[src/rtl/hs_receiver.sv]
// hs_receiver: receive side of a four-phase req/ack crossing. The request is
// synchronized into clk_t, the word is captured once per handshake, offered
// downstream on valid/ready, and ack_out is returned to the sender.
`timescale 1ns/1ps
module hs_receiver #(
    parameter int N           = 8,
    parameter int SYNC_STAGES = 2
) (
    input  logic         clk_t,
    input  logic         rst,
    input  logic         req_in,
    input  logic [N-1:0] data_in,
    input  logic         ready,
    output logic [N-1:0] data_out,
    output logic         valid,
    output logic         ack_out,
    output logic [15:0]  xfer_cnt,
    output logic         proto_err
);

    typedef enum logic [1:0] {
        S_IDLE = 2'd0,
        S_OUT  = 2'd1,
        S_ACK  = 2'd2
    } state_t;

    logic [SYNC_STAGES-1:0] r_sync;
    logic                   w_req_s;

    state_t                 r_state;
    state_t                 w_state_nxt;
    logic [N-1:0]           r_data;
    logic [N-1:0]           w_data_nxt;
    logic                   r_valid;
    logic                   w_valid_nxt;
    logic                   r_ack;
    logic                   w_ack_nxt;
    logic [15:0]            r_xfer_cnt;
    logic [15:0]            w_cnt_nxt;
    logic                   r_err;
    logic                   w_err_nxt;

    // Only this shift chain ever looks at the raw asynchronous request.
    always_ff @(posedge clk_t or negedge rst) begin
        if (!rst) begin
            r_sync <= '0;
        end else begin
            r_sync <= {r_sync[SYNC_STAGES-2:0], req_in};
        end
    end

    assign w_req_s = r_sync[SYNC_STAGES-1];

    // Next-state and next-output decode; every register holds unless an arm changes it.
    always_comb begin
        w_state_nxt = r_state;
        w_data_nxt  = r_data;
        w_valid_nxt = r_valid;
        w_ack_nxt   = r_ack;
        w_cnt_nxt   = r_xfer_cnt;
        w_err_nxt   = r_err;
        case (r_state)
            S_IDLE: begin
                if (w_req_s) begin
                    w_data_nxt  = data_in;
                    w_valid_nxt = 1'b1;
                    w_state_nxt = S_OUT;
                end
            end
            S_OUT: begin
                // Sender withdrew its request before we acknowledged: flag it,
                // but still deliver the word we already hold.
                if (!w_req_s) begin
                    w_err_nxt = 1'b1;
                end
                if (r_valid && ready) begin
                    w_valid_nxt = 1'b0;
                    w_ack_nxt   = 1'b1;
                    w_cnt_nxt   = r_xfer_cnt + 16'd1;
                    w_state_nxt = S_ACK;
                end
            end
            S_ACK: begin
                // Wait for the sender to close the four-phase cycle.
                if (!w_req_s) begin
                    w_ack_nxt   = 1'b0;
                    w_state_nxt = S_IDLE;
                end
            end
            default: begin
                w_valid_nxt = 1'b0;
                w_ack_nxt   = 1'b0;
                w_state_nxt = S_IDLE;
            end
        endcase
    end

    // State and registered outputs; reset drops any undelivered word.
    always_ff @(posedge clk_t or negedge rst) begin
        if (!rst) begin
            r_state    <= S_IDLE;
            r_data     <= '0;
            r_valid    <= 1'b0;
            r_ack      <= 1'b0;
            r_xfer_cnt <= '0;
            r_err      <= 1'b0;
        end else begin
            r_state    <= w_state_nxt;
            r_data     <= w_data_nxt;
            r_valid    <= w_valid_nxt;
            r_ack      <= w_ack_nxt;
            r_xfer_cnt <= w_cnt_nxt;
            r_err      <= w_err_nxt;
        end
    end

    assign data_out  = r_data;
    assign valid     = r_valid;
    assign ack_out   = r_ack;
    assign xfer_cnt  = r_xfer_cnt;
    assign proto_err = r_err;

endmodule
[config.mk]
export PLATFORM = sky130hd
export DESIGN_NAME = hs_receiver
export DESIGN_NICKNAME = d
export VERILOG_FILES = /design/src/rtl/hs_receiver.sv
export SDC_FILE = /design/constraint.sdc
export NUM_CORES = 1
export LEC_CHECK = 0
export CAP_MARGIN = 20
export CORE_MARGIN = 2
export CORE_UTILIZATION = 45
export DETAILED_ROUTE_END_ITERATION = 16
export PLACE_DENSITY = 0.85
export SLEW_MARGIN = 20
export SYNTH_ARGS = -nofsm -noshare
export SYNTH_HDL_FRONTEND = slang
export SYNTH_SLANG_ARGS = --single-unit
[constraint.sdc]
create_clock -name clk_t -period 1.9 [get_ports clk_t]
set_input_delay 0.475 -clock clk_t [delete_from_list [all_inputs] [get_ports clk_t]]
set_output_delay 0.475 -clock clk_t [all_outputs]
set_load 0.02 [all_outputs]
==> results.yml, run 1 <==
# synthesis and place-and-route metrics
outcome:
  status: "finished clean"
route:
  avgRoutedWirePerCell_um: 13.1
  drtIter0Drc: 17
  via_count: 914
  drc_errors: 0
  viasPerCell: 5.16
  first_pass_iters: 5
  drt_wl_total_um: 2310
  ant_nets: 0
worst_setup_path:
  worstSetupPathDepth: 1
  r2r_end: "xfer_cnt[12]"
  startpoint_type: "register"
  path_delay_family: "buffers and inverters"
  worstPathArrival_ns: 1.37
  reg2reg_slack_ns: 0.41
  slowest_delay_ns: 0.64
  startpoint: "xfer_cnt[11]"
  reg2reg_depth: 4
  crit_slowest_cell: "clkdlybuf4s50_1"
  cp_cell_sequence: "clkdlybuf4s50_1"
  path_buffers: 1
  critPathMaxFanout: 4
  required_ns: 1.42
  crit_path_end_kind: "primary output"
  criticalPathCategory: "register to primary output"
  worstReg2RegStart: "r_state[1]"
  cp-endpoint: "xfer_cnt[11]"
final_timing:
  finClkSkew_ns: 0.0148
  tightest_slew_ns: 0.374
  slew_headroom_pct: 75.1
  worst_slack_ns: 0.0519
  period_needed_ns: 1.85
  setup_viol: 0
  period_used_pct: 97.3
  drv_slew: 0
  timing.fmax_mhz: 541
  fin_hold_ws_ns: 0.357
  hold_viol_final: 0
synthesis:
  syn_area_per_cell_um2: 13.2
  yosysMostFrequentCell: "dfrtp_1"
  synth_seq_share_pct: 60.2
  edf_count: 0
  common_cells: "dfrtp_1 (31), nand2_1 (14), xnor2_1 (14), mux2_2 (8), nand4_1 (5)"
  ys_types: 22
  yosysTopAreaCell: "dfrtp_1"
  synth_flop_count: 31
  top_cell_area_share_pct: 60.2
  ys_warn_count: 0
  area_leaders: "dfrtp_1 (60%), xnor2_1 (9.5%), mux2_2 (7.0%)"
  syn_area_mm2: 0.00129
  yosys.stat.chipArea_mm2: 0.00129
  synthArstFlopShare_pct: 100
  syn_nets: 111
  syn_inst: 98
  synth-main-ff-cell: "dfrtp_1"
  ys_cells: 98
pwr:
  p_per_area_mw_per_mm2: 1220
  ir_worst_vdd_mv: 1.01
  p_int_mw: 1.41
  p_comb_share_pct: 38.9
  netSwitchingPower_uw: 767
  sw_frac_of_total_pct: 35.3
  p_leak_nw: 0.906
  clkPwrFrac_pct: 16.2
  p_seq_share_pct: 44.9
floorplanning:
  design.die.area_mm2: 0.00331
  fp.dieW_um: 57.5
  initCoreUtil_pct: 47.1
  core_area_mm2: 0.00273
  rows: 19
  die_y_um: 57.5
clock_network:
  cts_setup_buffers: 0
  cts_buffers: 5
  clock_path_buffers: 2
  cts.sinks: 31
  cts_tree: "done"
  htree_levels: 2
  cts-root-buf: "clkbuf_4"
  clkTransAtPathRegs_ns: 0.09
  clock_latency_ns: 0.32
  cts_hold_buf: 0
finish:
  nets: 158
  drive_gt1_share_pct: 16.4
  antenna_cells: 0
  synthToLayoutAreaGrowth_pct: 38.8
  utilization_pct: 65.4
placed_design:
  post-dp-hpwl_um: 1750
  gp_congestion: 0.812
  dpl_worst_slack_ns: -0.0406
global_routing:
  grt_max_degree: 32
  grt_pass1_vias: 936
  antenna_found_initial: 0
  grt_pass1_wl_um: 3910
  gr-total-overflow: 0
hold_path:
  min_path_type: "register to register"
  holdCritStartpoint: "r_sync[0]"
run:
  maxCapViolations: 0
  warning_count: 26
-- run 1: cell usage in the layout, fill, tap and decap left out, drive strengths merged --
master          n
a21oi           2
and3            4
buf             3
clkbuf          7
clkdlybuf4s50  30
clkinv          1
dfrtp          31
dlymetal6s2s    8
ha              1
inv             3
mux2            8
nand2          14
nand3           4
nand4           5
nand4b          1
nor2            2
nor3            3
nor4            1
o21ai           1
o22a            1
o31ai           1
xnor2          14
xor2            1
-- run 1: cell type report --
type / instances / area (um^2)
flip-flops and latches: 31 / 776
inverters: 3 / 11.3
fillers: 195 / 945
clock inverters: 1 / 5.00
clock buffers: 7 / 45.0
multi-input cells: 63 / 490
repair buffers: 41 / 423
well taps: 31 / 38.8
-- run 1: worst min path at each step --
| stage | to | slack (ns) | cells past startpoint |
|---|---|---|---|
| after floorplan | ack_out | 0.18 | 0 |
| final | r_sync[1] | 0.36 | 0 |
| after detailed placement | r_sync[1] | 0.34 | 0 |
| after global placement | r_sync[1] | 0.34 | 0 |
| after CTS | r_sync[1] | 0.36 | 0 |
| after global routing | r_sync[1] | 0.37 | 0 |
-- run 1: routing by layer --
| layer | vias to the layer above | GRT usage (%) | part of all wire [%] |
|---|---|---|---|
| li1 | 431 | - | - |
| met1 | 442 | 16.9 | 40 |
| met2 | 36 | 27.1 | 50 |
| met3 | 5 | 6.12 | 9.0 |
| met4 | 0 | 5.98 | 1.4 |
| met5 | - | 0 | 0 |
-- run 1: timing repair --
item / 4_1_cts / 5_1_grt
endpoints found under the hold margin: 0 / 0
endpoints found under the setup margin: 0 / 8
gates resized: 0 / 8
-- run 1: sequential cells by signal, summed over array words and instances (netlist names) --
| name | cells |
|---|---|
| ack_out | 1 |
| r_state | 2 |
| xfer_cnt | 16 |
| proto_err | 1 |
| valid | 1 |
| data_out | 8 |
| r_sync | 2 |
-- run 1: power groups by stage --
stage	clock, mW	combinational [mW]	sequential, mW
after floorplan	0	0.312	1.14
after global placement	0	0.842	0.979
after detailed placement	0	0.860	0.993
after CTS	0.366	0.866	0.981
after global routing	0.394	0.907	1.00
final	0.352	0.845	0.977
-- run 1: per-stage QoR --
stage | TNS [ns] | instance area, um^2 | power (mW) | std cells
after CTS | 0 | 1770 | 2.21 | 177
after detailed placement | -0.137 | 1720 | 1.85 | 169
after floorplan | 0 | 1290 | 1.45 | 98
after global routing | -0.0134 | 1790 | 2.30 | 177
final | 0 | 1790 | 2.17 | 177
after global placement | 0 | 1720 | 1.82 | 169
-- run 1: cell families (layout without fill, tap and decap cells) --
family          Yosys count  after routing  synth area share, %
fa+ha+maj                 1              1                0.971
simple gates             34             34                 17.5
compound gates            5              5                 2.43
xor+xnor                 15             15                 10.2
buf+inv                   4             52                 1.75
flops                    31             31                 60.2
mux                       8              8                 6.99
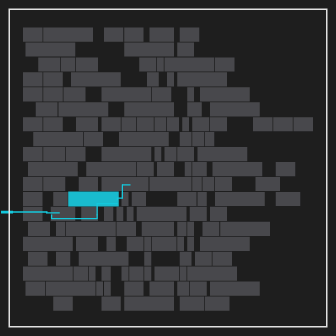
Run 1: I/O nets highlighted
| color | port | direction | end cells | buffers | wire |
|---|---|---|---|---|---|
| cyan | `valid` | output | 1 | 1 | 29.1 um |
Port Buf Inserts: 38
IO Count: 39

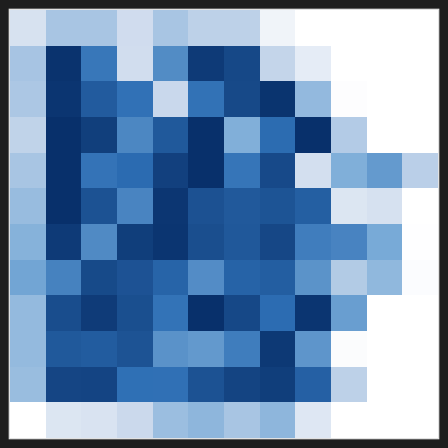
Run 1: cell density map
The die is cut into 12 by 12 equal tiles; white is low, dark blue is high, 0 to 100% covered.
tiles over 75% full: 37%
fullest tile: 100%
nearly empty tiles: 18%
emptiest ninth of the die: north-east

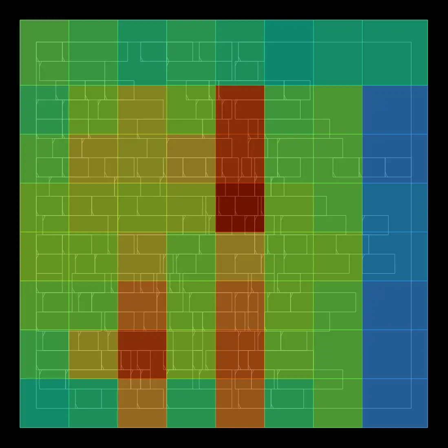
Run 1: congestion heat map
Global Route Usage Sum: 15.5%
M2 GR Usage: 27.1%

==> run 1 -> run 2 <==
Settings changed: GPL_TIMING_DRIVEN set to 0, SLEW_MARGIN 20 to 30.
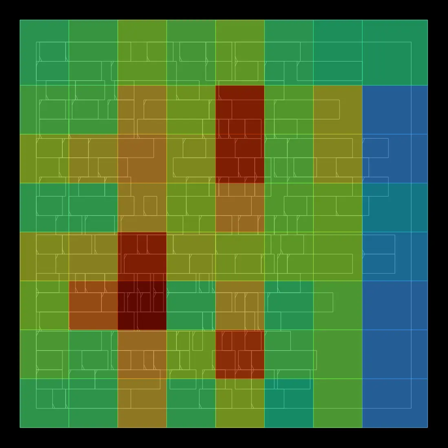
Run 2: congestion heat map
M2 GR Usage: 25.5%
Top Usage Layer GRT: met2
Global Route Usage Sum: 16.4%

==> results.yml, run 2 <==
# synthesis and place-and-route metrics
finish:
  drive_gt1_share_pct: 16.0
  design_area_mm2: 0.00177
  nets: 156
  lay_top_cells: "dfrtp_1 (31), clkdlybuf4s50_1 (27), nand2_1 (14), xnor2_1 (14)"
  utilization_pct: 64.8
  stdcell_count: 175
  synthToLayoutAreaGrowth_pct: 37.4
  antenna_cells: 0
  largest_reg_flops: 16
  lay_top_count: "dfrtp_1"
pwr:
  total_power_mw: 2.17
  p_per_area_mw_per_mm2: 1230
  p_leak_nw: 0.918
  ir_worst_vdd_mv: 1.02
synthesis:
  yosysMostFrequentCell: "dfrtp_1"
  synth-main-ff-cell: "dfrtp_1"
  ys_cells: 98
  yosysTopAreaCell: "dfrtp_1"
  syn_area_mm2: 0.00129
  top_cell_area_share_pct: 60.2
  synth_seq_share_pct: 60.2
  ys_types: 22
  syn_nets: 111
  yosys.stat.chipArea_mm2: 0.00129
  ys_warn_count: 0
  common_cells: "dfrtp_1 (31), nand2_1 (14), xnor2_1 (14), mux2_2 (8), nand4_1 (5)"
  edf_count: 0
  syn_area_per_cell_um2: 13.2
  syn_inst: 98
  synth_flop_count: 31
  synthArstFlopShare_pct: 100
  area_leaders: "dfrtp_1 (60%), xnor2_1 (9.5%), mux2_2 (7.0%)"
clock_network:
  clock_path_buffers: 2
  cts_tree: "done"
  clock_latency_ns: 0.32
  htree_levels: 2
  cts_setup_buffers: 0
  clkTransAtPathRegs_ns: 0.09
  cts_hold_buf: 0
  cts_buffers: 5
  cts-root-buf: "clkbuf_4"
  cts.sinks: 31
floorplanning:
  rows: 19
  design.die.area_mm2: 0.00331
  core_area_mm2: 0.00273
  initCoreUtil_pct: 47.1
  ios: 39
  fp.dieW_um: 57.5
  die_y_um: 57.5
global_routing:
  gr-total-overflow: 0
  grt_pass1_vias: 888
  grt_pass1_wl_um: 4070
  antenna_found_initial: 0
  grt_max_degree: 32
final_timing:
  worst_slack_ns: 0.0653
  rsz0062_at_grt: "false"
  finClkSkew_ns: 0.00483
  period_used_pct: 96.6
  hold_viol_final: 0
  period_needed_ns: 1.83
  fin_tns_setup_ns: 0
  drv_slew: 0
  tightest_slew_ns: 0.669
  slew_headroom_pct: 55.4
  setup_viol: 0
  timing.fmax_mhz: 545
  fin_hold_ws_ns: 0.173
placed_design:
  placed_cell_area_mm2: 0.00170
  gp_congestion: 0.810
  post-place-cells: 167
  io_buffers: 38
  post-dp-hpwl_um: 1760
  dpl_worst_slack_ns: -0.0693
route:
  drtIter0Drc: 14
  avgRoutedWirePerCell_um: 13.8
  drt_wl_total_um: 2420
  viasPerCell: 5.12
  ant_nets: 0
  via_count: 896
  drc_errors: 0
  first_pass_iters: 4
worst_setup_path:
  crit_path_end_kind: "primary output"
  slowest_delay_ns: 0.63
  worstPathArrival_ns: 1.36
  path_buffers: 1
  required_ns: 1.42
  reg2reg_depth: 5
  r2r_end: "xfer_cnt[10]"
  worstReg2RegStart: "r_state[1]"
  criticalPathCategory: "register to primary output"
  path_delay_family: "buffers and inverters"
  crit_slowest_cell: "clkdlybuf4s50_1"
  cp_cell_sequence: "clkdlybuf4s50_1"
  startpoint: "xfer_cnt[4]"
  startpoint_type: "register"
  critPathMaxFanout: 4
  reg2reg_slack_ns: 0.40
run:
  maxCapViolations: 0
  warning_count: 26
hold_path:
  min_path_type: "input port to asynchronous set/reset pin"
outcome:
  status: "finished clean"
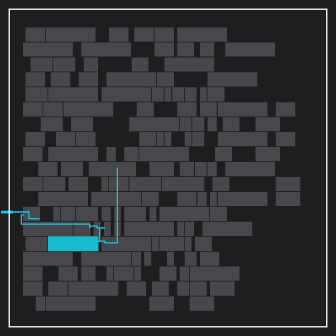
Run 2: I/O nets highlighted
| color | port | direction | end cells | buffers | wire |
|---|---|---|---|---|---|
| cyan | `valid` | output | 1 | 1 | 44.4 um |

## run 2: cell counts after synthesis
Identical to the previous run, type by type.
## run 2: where the power goes
part,internal [mW],switching [mW],total (mW)
clock,0.144,0.214,0.358
combinational,0.425,0.422,0.847
sequential,0.826,0.139,0.965
total,1.40,0.774,2.17
## run 2: repair_timing
item / 4_1_cts / 5_1_grt
pin swaps: 0 / 0
endpoints found under the setup margin: 2 / 8
gates resized: 2 / 8
hold endpoints to repair: 0 / 0
## run 2: kinds of logic (layout without fill, tap and decap cells)
group                      Yosys count  in the layout  synth area share, %
AOI/OAI and AO/OA                    5              5                 2.43
DFF                                 31             31                 60.2
and+or+nand+nor                     34             34                 17.5
xor gates and xnor gates            15             15                 10.2
muxes                                8              8                 6.99
adders and majority gates            1              1                0.971
buffers and inverters                4             50                 1.75
## run 2: how the worst max path moves through the flow
stage | end | slack [ns] | cells after the start
2_1_floorplan | xfer_cnt[9] | 0.51 | 5
3_3_place_gp | xfer_cnt[12] | -0.14 | 1
3_5_place_dp | xfer_cnt[10] | -0.07 | 5
4_1_cts | xfer_cnt[6] | 0.01 | 1
5_1_grt | xfer_cnt[9] | 0.006 | 1
6_report | xfer_cnt[4] | 0.07 | 1
## run 2: cell type report
cell class	count	area, um^2
fillers	221	963
flip-flops and latches	31	776
multi-input cells	63	490
repair buffers	38	393
clock buffers	7	45.0
well taps	31	38.8
plain buffers	1	11.3
inverters	3	11.3
clock inverters	1	5.00
## run 2: routing by layer
metal | global-route usage, % | vias up | part of all wire [%]
li1 | - | 427 | -
met1 | 19.8 | 432 | 41
met2 | 25.5 | 33 | 50
met3 | 7.94 | 4 | 7.4
met4 | 6.31 | 0 | 1.9
met5 | 0 | - | 0
==> run 2 -> run 3 <==
Settings changed: CORE_MARGIN 2 to 8.
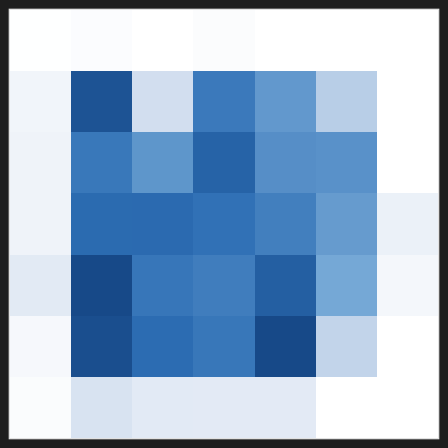
Run 3: cell density map
The die is cut into 7 by 7 equal tiles; white is low, dark blue is high, 0 to 100% covered.
tiles over 75% full: 18%
emptiest ninth of the die: north-east
nearly empty tiles: 25%
mean over tiles: 36%
fullest tile: 90%
densest ninth of the die: center

==> results.yml, run 3 <==
# synthesis and place-and-route metrics
pwr:
  p_per_area_mw_per_mm2: 1260
  ir_worst_vdd_mv: 1.12
  p_leak_nw: 0.927
clock_network:
  clock_latency_ns: 0.32
  clkTransAtPathRegs_ns: 0.09
  cts_tree: "done"
  cts_setup_buffers: 0
  htree_levels: 2
  cts-root-buf: "clkbuf_4"
  cts_hold_buf: 0
  cts.sinks: 31
  clock_path_buffers: 2
  cts_buffers: 5
run:
  warning_count: 26
  maxCapViolations: 0
synthesis:
  synth_flop_count: 31
  syn_nets: 111
  yosysTopAreaCell: "dfrtp_1"
  top_cell_area_share_pct: 60.2
  synthArstFlopShare_pct: 100
  area_leaders: "dfrtp_1 (60%), xnor2_1 (9.5%), mux2_2 (7.0%)"
  yosys.stat.chipArea_mm2: 0.00129
  yosysMostFrequentCell: "dfrtp_1"
  synth-main-ff-cell: "dfrtp_1"
  syn_area_mm2: 0.00129
  ys_cells: 98
  edf_count: 0
  ys_types: 22
  syn_area_per_cell_um2: 13.2
  synth_seq_share_pct: 60.2
  common_cells: "dfrtp_1 (31), nand2_1 (14), xnor2_1 (14), mux2_2 (8), nand4_1 (5)"
  ys_warn_count: 0
  syn_inst: 98
floorplanning:
  design.die.area_mm2: 0.00483
  initCoreUtil_pct: 47.1
  fp.dieW_um: 69.5
  ios: 39
  die_y_um: 69.5
worst_setup_path:
  cp_cell_sequence: "clkdlybuf4s50_1"
  reg2reg_slack_ns: 0.42
  path_delay_family: "buffers and inverters"
  startpoint_type: "register"
  worstSetupPathDepth: 1
  path_buffers: 1
  worstReg2RegStart: "r_state[1]"
  worstPathArrival_ns: 1.37
  criticalPathCategory: "register to primary output"
  reg2reg_depth: 5
  required_ns: 1.42
  slowest_delay_ns: 0.63
  cp-endpoint: "xfer_cnt[11]"
  r2r_end: "xfer_cnt[11]"
  crit_path_end_kind: "primary output"
  startpoint: "xfer_cnt[11]"
  critPathMaxFanout: 4
  crit_slowest_cell: "clkdlybuf4s50_1"
route:
  viasPerCell: 5.01
  via_count: 877
  drc_errors: 0
  avgRoutedWirePerCell_um: 15.2
  drtIter0Drc: 26
  drt_wl_total_um: 2660
  ant_nets: 0
  first_pass_iters: 4
global_routing:
  antenna_found_initial: 0
  grtUsageMet1_pct: 11.3
  grt_pass1_vias: 932
  gr-total-overflow: 0
  busiest_layer: "met2"
  met2_usage_pct: 17.3
  grt_pass1_wl_um: 4320
  grt_usage_pct: 11.0
  grt_max_degree: 32
  global_route.usage.met3_pct: 6.87
final_timing:
  drv_slew: 0
  fin_tns_setup_ns: 0
  fin_hold_ws_ns: 0.172
  slew_headroom_pct: 55.2
  finClkSkew_ns: 0.00271
  period_used_pct: 97.0
  tightest_slew_ns: 0.672
  hold_viol_final: 0
  worst_slack_ns: 0.0569
  rsz0062_at_grt: "false"
  setup_viol: 0
  period_needed_ns: 1.84
  timing.fmax_mhz: 543
finish:
  utilization_pct: 65.4
  nFillCells: 214
  synthToLayoutAreaGrowth_pct: 38.8
  drive_gt1_share_pct: 16.7
  lay_top_cells: "dfrtp_1 (31), clkdlybuf4s50_1 (27), nand2_1 (14), xnor2_1 (14)"
  nets: 156
  antenna_cells: 0
  lay_top_count: "dfrtp_1"
  largest_reg_flops: 16
placed_design:
  dpl_worst_slack_ns: -0.0391
  io_buffers: 38
  gp_congestion: 0.798
  post-dp-hpwl_um: 1990
hold_path:
  min_path_type: "input port to asynchronous set/reset pin"
outcome:
  status: "finished clean"
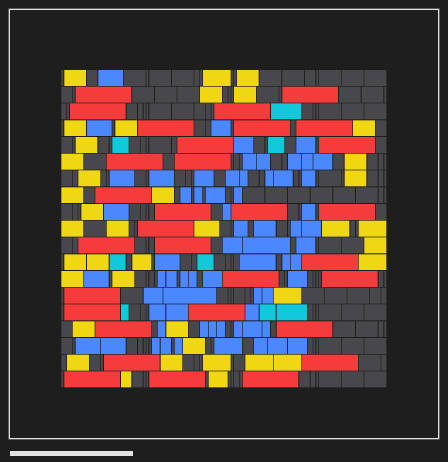
Run 3: cells colored by class
The bar under the picture is 20 um long. Fill, decap, tap and diode cells in gray.
| color | class | cells |
|---|---|---|
| blue | combinational and other logic | 66 |
| yellow | other buffers and delay cells | 39 |
| red | flops | 31 |
| cyan | clock drivers and dummy loads | 8 |
Rows: 19
Placeable Area: 0.00273 mm^2
sequential cell area share: 43.4%
final instance area: 0.00179 mm^2

==> run 3: worst min-delay path by stage <==
| stage | depth (start not counted) | to | start |
|---|---|---|---|
| floorplan | 0 | ack_out | rst |
| global placement | 0 | r_sync[1] | r_sync[0] |
| detailed placement | 0 | r_sync[1] | r_sync[0] |
| CTS | 1 | r_sync[0] | rst |
| global route | 1 | data_out[1] | rst |
| finish | 1 | ack_out | rst |
==> run 3: final cells by class <==
class	count	area (um^2)	area share [%]
Sequential cell	31	776	43.4
Multi-Input combinational cell	63	490	27.4
Timing Repair Buffer	38	393	22.0
Clock buffer	8	68.8	3.85
Tap cell	31	38.8	2.17
Buffer	1	11.3	0.629
Inverter	3	11.3	0.629
==> run 3: where the power goes <==
part           internal, mW  switching (mW)  total (mW)  leakage (nW)
clock                 0.218           0.214       0.431        0.0386
combinational         0.426           0.429       0.855         0.495
sequential            0.826           0.136       0.962         0.394
==> run 3: logic make-up (layout without fill, tap and decap cells) <==
kind of cell	Yosys count	after routing	synth area share, %
mux	8	8	6.99
fa+ha+maj	1	1	0.971
buf+inv	4	50	1.75
simple gates	34	34	17.5
xor+xnor	15	15	10.2
compound gates	5	5	2.43
flops	31	31	60.2
==> run 3: per-stage QoR <==
step / instance area [um^2] / cells / total power, mW
floorplan: 1290 / 98 / 1.45
global placement: 1710 / 167 / 1.84
detailed placement: 1700 / 167 / 1.87
CTS: 1770 / 175 / 2.29
global route: 1790 / 175 / 2.38
finish: 1790 / 175 / 2.25
==> run 3: routing by layer <==
layer | wire, um | up-vias | share of wire (%)
met3 | 295 | 3 | 11
met5 | 0 | - | 0
met2 | 1250 | 31 | 47
met4 | 27 | 0 | 1.0
met1 | 1080 | 419 | 41
li1 | - | 424 | -
==> run 3: timing repair <==
item | CTS | global route
setup endpoints to repair | 2 | 8
cloned | 0 | 0
endpoints found under the hold margin | 0 | 0
resized | 2 | 8

==> notes/layouts.md <==
Pictures saved along the way, in no particular order.

The metal 1 layer.
Supply wires on this layer in gray.
(a)
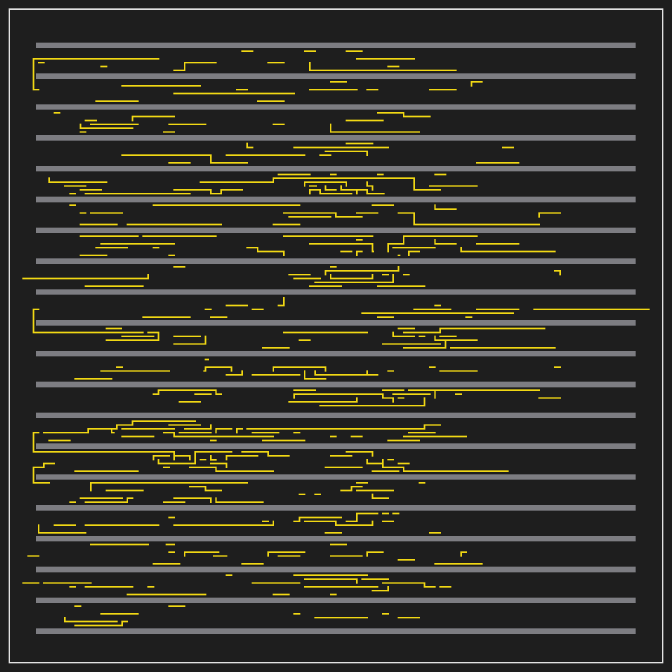
(b)
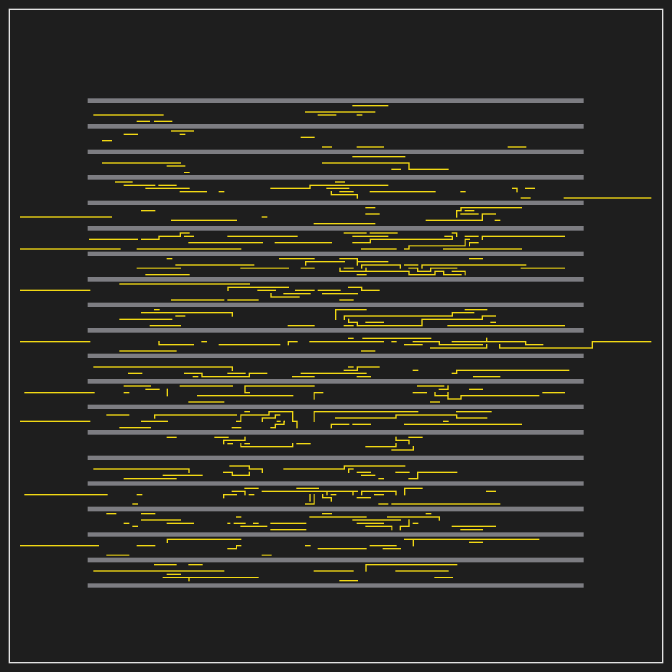
(c)
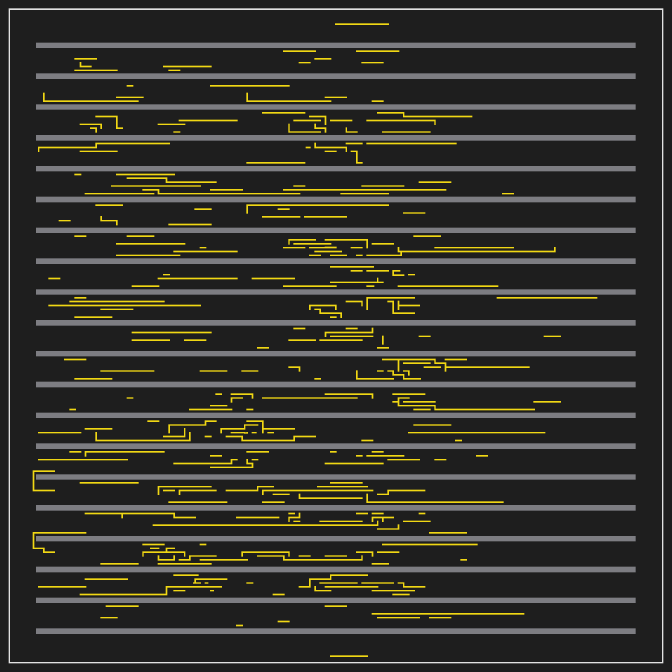
run 2 -> (a)
run 3 -> (b)
run 1 -> (c)

Key to (c):
main direction: horizontal
share of all routed wire: 40%

Power and IR drop assume default switching activity.
